`config.mk`:
```
export PLATFORM = sky130hd
export DESIGN_NAME = entropy_word_cache_flat
export DESIGN_NICKNAME = d
export VERILOG_FILES = /design/src/rtl/entropy_word_cache_if.sv /design/src/rtl/entropy_word_cache.sv /design/src/flat_wrapper.sv
export SDC_FILE = /design/constraint.sdc
export NUM_CORES = 1
export LEC_CHECK = 0
export CAP_MARGIN = 20
export CORE_MARGIN = 2
export CORE_UTILIZATION = 56
export CTS_BUF_LIST = sky130_fd_sc_hd__clkbuf_4 sky130_fd_sc_hd__clkbuf_8
export CTS_CLUSTER_DIAMETER = 200
export DETAILED_ROUTE_END_ITERATION = 12
export GPL_TIMING_DRIVEN = 0
export PLACE_DENSITY = 0.8
export SYNTH_ARGS = -nofsm -noshare
export SYNTH_HDL_FRONTEND = slang
export SYNTH_SLANG_ARGS = --single-unit
export TNS_END_PERCENT = 5
```
`constraint.sdc`:
```
create_clock -name i_clock -period 5 [get_ports i_clock]
set_input_delay 0.5 -clock i_clock [delete_from_list [all_inputs] [get_ports i_clock]]
set_output_delay 0.5 -clock i_clock [all_outputs]
set_load 0.02 [all_outputs]
```
`src/rtl/entropy_word_cache_if.sv`:
```
// Handshake/bit-stream bundle between the RNG consumer side and entropy_word_cache.
interface entropy_word_cache_if #(
  parameter int WORD_BITS = 32,
  parameter int DEPTH     = 4
);
  logic                         i_enb;
  logic                         i_mode;
  logic                         i_ranBit;
  logic                         i_bitValid;
  logic                         i_flush;
  logic                         i_ready;
  logic [WORD_BITS-1:0]         o_data;
  logic                         o_valid;
  logic [$clog2(DEPTH+1)-1:0]   o_level;
  logic                         o_overflow;

  modport master (
    output i_enb, i_mode, i_ranBit, i_bitValid, i_flush, i_ready,
    input  o_data, o_valid, o_level, o_overflow
  );

  modport slave (
    input  i_enb, i_mode, i_ranBit, i_bitValid, i_flush, i_ready,
    output o_data, o_valid, o_level, o_overflow
  );
endinterface

```
`src/rtl/entropy_word_cache.sv`:
```
// Assembles random bits (raw or von Neumann debiased) into words and queues them
// in a zeroising first-word-fall-through FIFO.
module entropy_word_cache #(
  parameter int WORD_BITS = 32,
  parameter int DEPTH     = 4
) (
  input  logic                 i_clock,
  input  logic                 i_rst,
  entropy_word_cache_if.slave  bus
);
  localparam int AW = $clog2(DEPTH);
  localparam int LW = $clog2(DEPTH+1);
  localparam int CW = $clog2(WORD_BITS+1);
  localparam logic [LW-1:0] LVL_FULL = LW'(DEPTH);
  localparam logic [CW-1:0] CNT_FULL = CW'(WORD_BITS);

  logic [WORD_BITS-1:0] asm_q, asm_d;
  logic [CW-1:0]        cnt_q, cnt_d;
  logic                 vn_have_q, vn_have_d;
  logic                 vn_bit_q, vn_bit_d;
  logic [WORD_BITS-1:0] mem_q [DEPTH];
  logic [WORD_BITS-1:0] mem_d [DEPTH];
  logic [AW-1:0]        wr_q, wr_d, rd_q, rd_d;
  logic [LW-1:0]        level_q, level_d;
  logic                 ovf_q, ovf_d;

  logic offered, cand_vld, cand_bit, asm_full, push, pop;

  always_comb begin
    asm_d     = asm_q;
    cnt_d     = cnt_q;
    vn_have_d = vn_have_q;
    vn_bit_d  = vn_bit_q;
    mem_d     = mem_q;
    wr_d      = wr_q;
    rd_d      = rd_q;
    level_d   = level_q;
    ovf_d     = ovf_q;

    offered  = bus.i_enb && bus.i_bitValid;
    // VN emits the first bit of a differing pair; raw passes every offered bit
    cand_vld = bus.i_mode ? (offered && vn_have_q && (vn_bit_q != bus.i_ranBit)) : offered;
    cand_bit = bus.i_mode ? vn_bit_q : bus.i_ranBit;
    asm_full = (cnt_q == CNT_FULL);
    pop      = (level_q != '0) && bus.i_ready;
    push     = asm_full && ((level_q != LVL_FULL) || pop);

    if (!bus.i_mode) begin
      vn_have_d = 1'b0;
    end else if (offered) begin
      vn_have_d = !vn_have_q;
      if (!vn_have_q) vn_bit_d = bus.i_ranBit;
    end

    if (push) begin
      asm_d = cand_vld ? {{(WORD_BITS-1){1'b0}}, cand_bit} : '0;
      cnt_d = cand_vld ? CW'(1) : '0;
    end else if (cand_vld && !asm_full) begin
      asm_d = {asm_q[WORD_BITS-2:0], cand_bit};
      cnt_d = cnt_q + CW'(1);
    end else if (cand_vld) begin
      ovf_d = 1'b1;
    end

    // Pop clears first so a same-slot push at full wins
    if (pop) begin
      mem_d[rd_q] = '0;
      rd_d        = rd_q + AW'(1);
    end
    if (push) begin
      mem_d[wr_q] = asm_q;
      wr_d        = wr_q + AW'(1);
    end
    if (push && !pop)      level_d = level_q + LW'(1);
    else if (pop && !push) level_d = level_q - LW'(1);

    if (bus.i_flush) begin
      asm_d     = '0;
      cnt_d     = '0;
      vn_have_d = 1'b0;
      vn_bit_d  = 1'b0;
      for (int i = 0; i < DEPTH; i++) mem_d[i] = '0;
      wr_d      = '0;
      rd_d      = '0;
      level_d   = '0;
      ovf_d     = 1'b0;
    end
  end

  always_ff @(posedge i_clock or posedge i_rst) begin
    if (i_rst) begin
      asm_q     <= '0;
      cnt_q     <= '0;
      vn_have_q <= 1'b0;
      vn_bit_q  <= 1'b0;
      for (int i = 0; i < DEPTH; i++) mem_q[i] <= '0;
      wr_q      <= '0;
      rd_q      <= '0;
      level_q   <= '0;
      ovf_q     <= 1'b0;
    end else begin
      asm_q     <= asm_d;
      cnt_q     <= cnt_d;
      vn_have_q <= vn_have_d;
      vn_bit_q  <= vn_bit_d;
      for (int i = 0; i < DEPTH; i++) mem_q[i] <= mem_d[i];
      wr_q      <= wr_d;
      rd_q      <= rd_d;
      level_q   <= level_d;
      ovf_q     <= ovf_d;
    end
  end

  assign bus.o_data     = (level_q != '0) ? mem_q[rd_q] : '0;
  assign bus.o_valid    = (level_q != '0);
  assign bus.o_level    = level_q;
  assign bus.o_overflow = ovf_q;
endmodule

```
`src/flat_wrapper.sv`:
```
// flat-port wrapper written by rule: the top's interface ports become plain ports
module entropy_word_cache_flat 
#(
  parameter int WORD_BITS = 32,
  parameter int DEPTH     = 4
)
  (i_clock, i_rst, bus_i_enb, bus_i_mode, bus_i_ranBit, bus_i_bitValid, bus_i_flush, bus_i_ready, bus_o_data, bus_o_valid, bus_o_level, bus_o_overflow);
  entropy_word_cache_if #(.WORD_BITS(WORD_BITS), .DEPTH(DEPTH)) bus_i ();
  input  logic i_clock;
  input  logic i_rst;
  input wire logic [$bits(bus_i.i_enb)-1:0] bus_i_enb;
  input wire logic [$bits(bus_i.i_mode)-1:0] bus_i_mode;
  input wire logic [$bits(bus_i.i_ranBit)-1:0] bus_i_ranBit;
  input wire logic [$bits(bus_i.i_bitValid)-1:0] bus_i_bitValid;
  input wire logic [$bits(bus_i.i_flush)-1:0] bus_i_flush;
  input wire logic [$bits(bus_i.i_ready)-1:0] bus_i_ready;
  output wire logic [$bits(bus_i.o_data)-1:0] bus_o_data;
  output wire logic [$bits(bus_i.o_valid)-1:0] bus_o_valid;
  output wire logic [$bits(bus_i.o_level)-1:0] bus_o_level;
  output wire logic [$bits(bus_i.o_overflow)-1:0] bus_o_overflow;
  assign bus_i.i_enb = bus_i_enb;
  assign bus_i.i_mode = bus_i_mode;
  assign bus_i.i_ranBit = bus_i_ranBit;
  assign bus_i.i_bitValid = bus_i_bitValid;
  assign bus_i.i_flush = bus_i_flush;
  assign bus_i.i_ready = bus_i_ready;
  assign bus_o_data = bus_i.o_data;
  assign bus_o_valid = bus_i.o_valid;
  assign bus_o_level = bus_i.o_level;
  assign bus_o_overflow = bus_i.o_overflow;
  entropy_word_cache #(.WORD_BITS(WORD_BITS), .DEPTH(DEPTH)) u_core (.i_clock(i_clock), .i_rst(i_rst), .bus(bus_i));
endmodule
```
**Run 1: placement view**

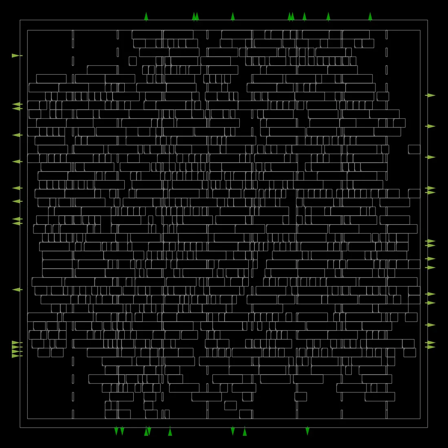
Filler cells: 1113
Well Taps: 184

**Run 1: I/O nets highlighted**

Scale bar: 50 µm.
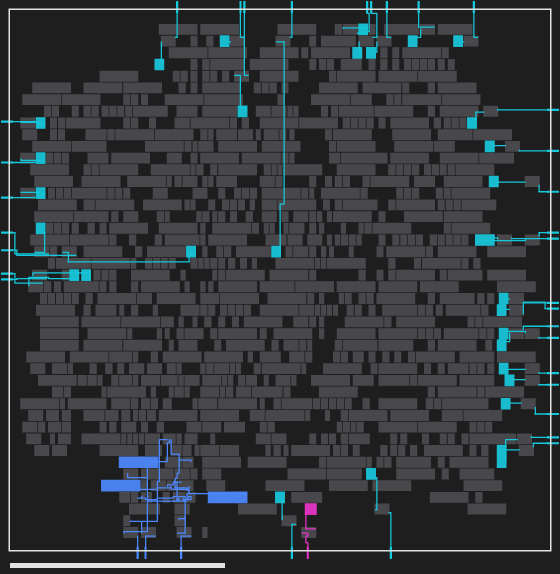
Magenta stands for i_rst, bits 1, direction input, edge south, end cells 1, buffers 1, wire 12.2 µm. Blue stands for bus_o_level, bits 3, direction output, edge south, end cells 3, buffers 3, wire 180 µm. Cyan stands for bus_o_data, bits 32, direction output, edge 14 east, 9 north, 7 west, 2 south, end cells 32, buffers 32, wire 466 µm.

==> flow_metrics.py, run 1 <==
# Synthesis and PnR figures
metrics = {
    "outcome": {
        "status": "complete, no violations",
    },
    "synth": {
        "top_area_share_pct": 53.2,
        "topCellsByArea": "dfrtp_1, mux4_2, o21ai_0",
        "yosysTopAreaCell": "dfrtp_1",
        "top_cell": "dfrtp_1",
        "logic_family": "simple AND/OR/NAND/NOR gates",
        "avgSynthCellArea_um2": 10.8,
        "post_synth_ao_oa_area_fraction_pct": 13.6,
    },
    "clocking": {
        "cts_resized": 0,
        "clk-insertion-delay-late_ps": 470,
        "clock-sinks": 176,
        "clockBufferDepth": 2,
    },
    "drt": {
        "detail-route-antenna-nets": 0,
        "drc_errors": 0,
        "drt_pass1_iterations": 5,
        "route.met2.wl_mm": 11.1,
        "viasPerCell": 6.67,
        "wl_met1_mm": 8.53,
    },
    "setup_path": {
        "ff2ff_path_depth": 8,
        "worstPathArrival_ps": 3090,
        "path_cells": "clkbuf_1 > buf_2 > mux4_2 > and2_1 > clkdlybuf4s50_1",
        "worst-path-buf-inv": 3,
        "cp_top_family": "buffers and inverters",
        "cp-startpoint": "u_core.rd_q[0]",
        "cp-end-kind": "primary output",
        "crit_required_ps": 4500,
    },
    "layout": {
        "drive_gt1_share_pct": 12.4,
        "largest-register": "u_core.mem_q",
        "clk_share_pct": 4.10,
        "largestClassByArea": "sequential cells",
        "seq_share_pct": 46.8,
        "fin_cells": 1029,
        "logic_gates": 509,
    },
    "final_timing": {
        "setup_viol_count_final": 0,
        "setup_ws_ps": 1410,
        "min_period_ps": 3590,
    },
    "grt": {
        "grt_max_degree": 45,
        "grt_pass1_wl_mm": 36.2,
    },
    "die": {
        "die-area_mm2": 0.0158,
    },
    "placed_design": {
        "gp_congestion": 0.847,
    },
    "power_and_ir_drop": {
        "leakagePower_nw": 4.13,
    },
}
**Run 1: routed metal, one color a layer**

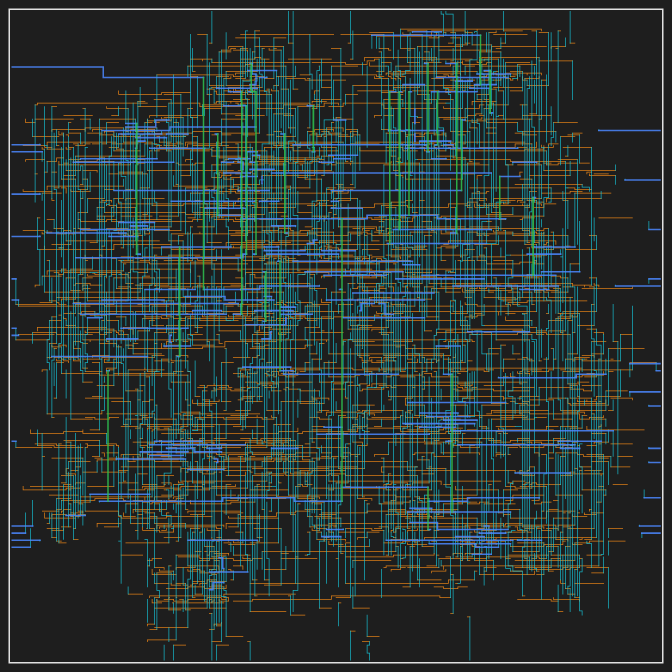
Blue stands for met3, wire length 1820 µm. Green stands for met4, wire length 578 µm. Orange stands for met1, wire length 8530 µm. Cyan stands for met2, wire length 11100 µm.

**Run 1: placed cells, one color a class**

Fill, decap, tap and diode cells in gray.
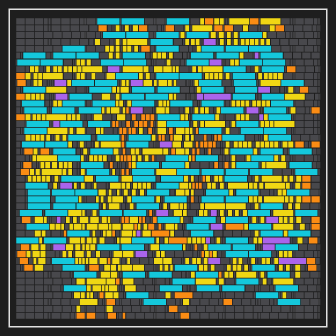
Yellow stands for all other logic, cells 520, share of their area 39%. Orange stands for other buffers and delay cells, cells 120, share of their area 9.0%. Purple stands for clock drivers and dummy loads, cells 29, share of their area 4.2%. Cyan stands for flip-flops, cells 176, share of their area 48%.

--- run 2 (diff from run 1) ---
--- a/config.mk
+++ b/config.mk
@@ -7,12 +7,12 @@
 export LEC_CHECK = 0
 export CAP_MARGIN = 20
 export CORE_MARGIN = 2
-export CORE_UTILIZATION = 56
+export CORE_UTILIZATION = 60
 export CTS_BUF_LIST = sky130_fd_sc_hd__clkbuf_4 sky130_fd_sc_hd__clkbuf_8
 export CTS_CLUSTER_DIAMETER = 200
 export DETAILED_ROUTE_END_ITERATION = 12
 export GPL_TIMING_DRIVEN = 0
-export PLACE_DENSITY = 0.8
+export PLACE_DENSITY = 0.82
 export SYNTH_ARGS = -nofsm -noshare
 export SYNTH_HDL_FRONTEND = slang
 export SYNTH_SLANG_ARGS = --single-unit
==> constraint.sdc (replaced) <==
create_clock -name i_clock -period 3.45 [get_ports i_clock]
set_input_delay 0.345 -clock i_clock [delete_from_list [all_inputs] [get_ports i_clock]]
set_output_delay 0.345 -clock i_clock [all_outputs]
set_load 0.02 [all_outputs]
**Run 2: placed cells, one color a class**

Fill, decap, tap and diode cells in gray.
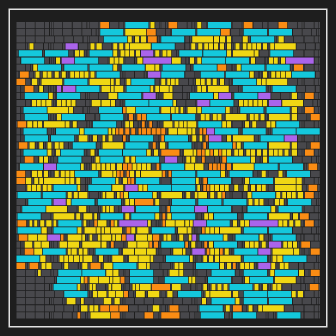
Orange stands for other buffers and delay cells, cells 120, share of their area 8.9%. Cyan stands for flip-flops, cells 176, share of their area 48%. Purple stands for clock drivers and dummy loads, cells 32, share of their area 5.2%. Yellow stands for all other logic, cells 520, share of their area 38%.

==> run 2 against run 1 <==
Net effect: clock skew shrank 1.5 ps; power grew 53%; combinational power grew 48%; count of clock-buffer cells in the layout grew 3; largest cell class unchanged; highest routed layer unchanged.
==> flow_metrics.py, run 2 <==
# Synthesis and PnR figures
metrics = {
    "outcome": {
        "status": "complete, no violations",
    },
    "synth": {
        "yosysTopAreaCell": "dfrtp_1",
        "topCellsByArea": "dfrtp_1, mux4_2, o21ai_0",
        "synthMuxAreaShare_pct": 9.33,
        "avgSynthCellArea_um2": 10.8,
        "top_cell": "dfrtp_1",
        "logic_family": "simple AND/OR/NAND/NOR gates",
        "top_area_share_pct": 53.2,
    },
    "clocking": {
        "cts_resized": 1,
        "clock-sinks": 176,
        "clk-insertion-delay-late_ps": 480,
    },
    "grt": {
        "grt_max_degree": 46,
        "grt_pass1_wl_mm": 36.1,
    },
    "drt": {
        "viasPerCell": 6.73,
        "wl_met1_mm": 8.52,
        "drt_pass1_iterations": 7,
        "drc_errors": 0,
        "route.met2.wl_mm": 11.2,
        "detail-route-antenna-nets": 0,
    },
    "final_timing": {
        "setup_ws_ps": 119,
        "min_period_ps": 3330,
    },
    "die": {
        "taps": 176,
        "die-area_mm2": 0.0147,
    },
    "layout": {
        "drive_gt1_share_pct": 12.9,
        "largest-register": "u_core.mem_q",
        "clk_share_pct": 5.04,
        "num-fill-cells": 982,
        "largestClassByArea": "sequential cells",
        "seq_share_pct": 46.4,
    },
    "setup_path": {
        "path_cells": "clkbuf_1 > clkbuf_1 > mux4_2 > and2_1 > clkdlybuf4s50_1",
        "worstPathArrival_ps": 2990,
        "cp-startpoint": "u_core.rd_q[1]",
        "ff2ff_path_depth": 8,
        "cp-end-kind": "primary output",
        "cp_top_family": "buffers and inverters",
    },
    "power_and_ir_drop": {
        "leakagePower_nw": 4.17,
    },
}
**Run 2: placement view**

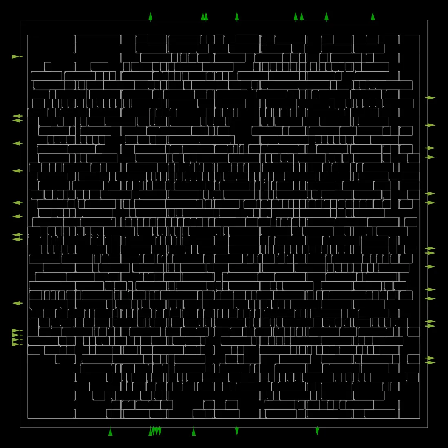
Non-Filler Instances: 1024
final core occ: 71.1%
count of flip-flops and latches: 176

Power is estimated from default activity; no workload was simulated.
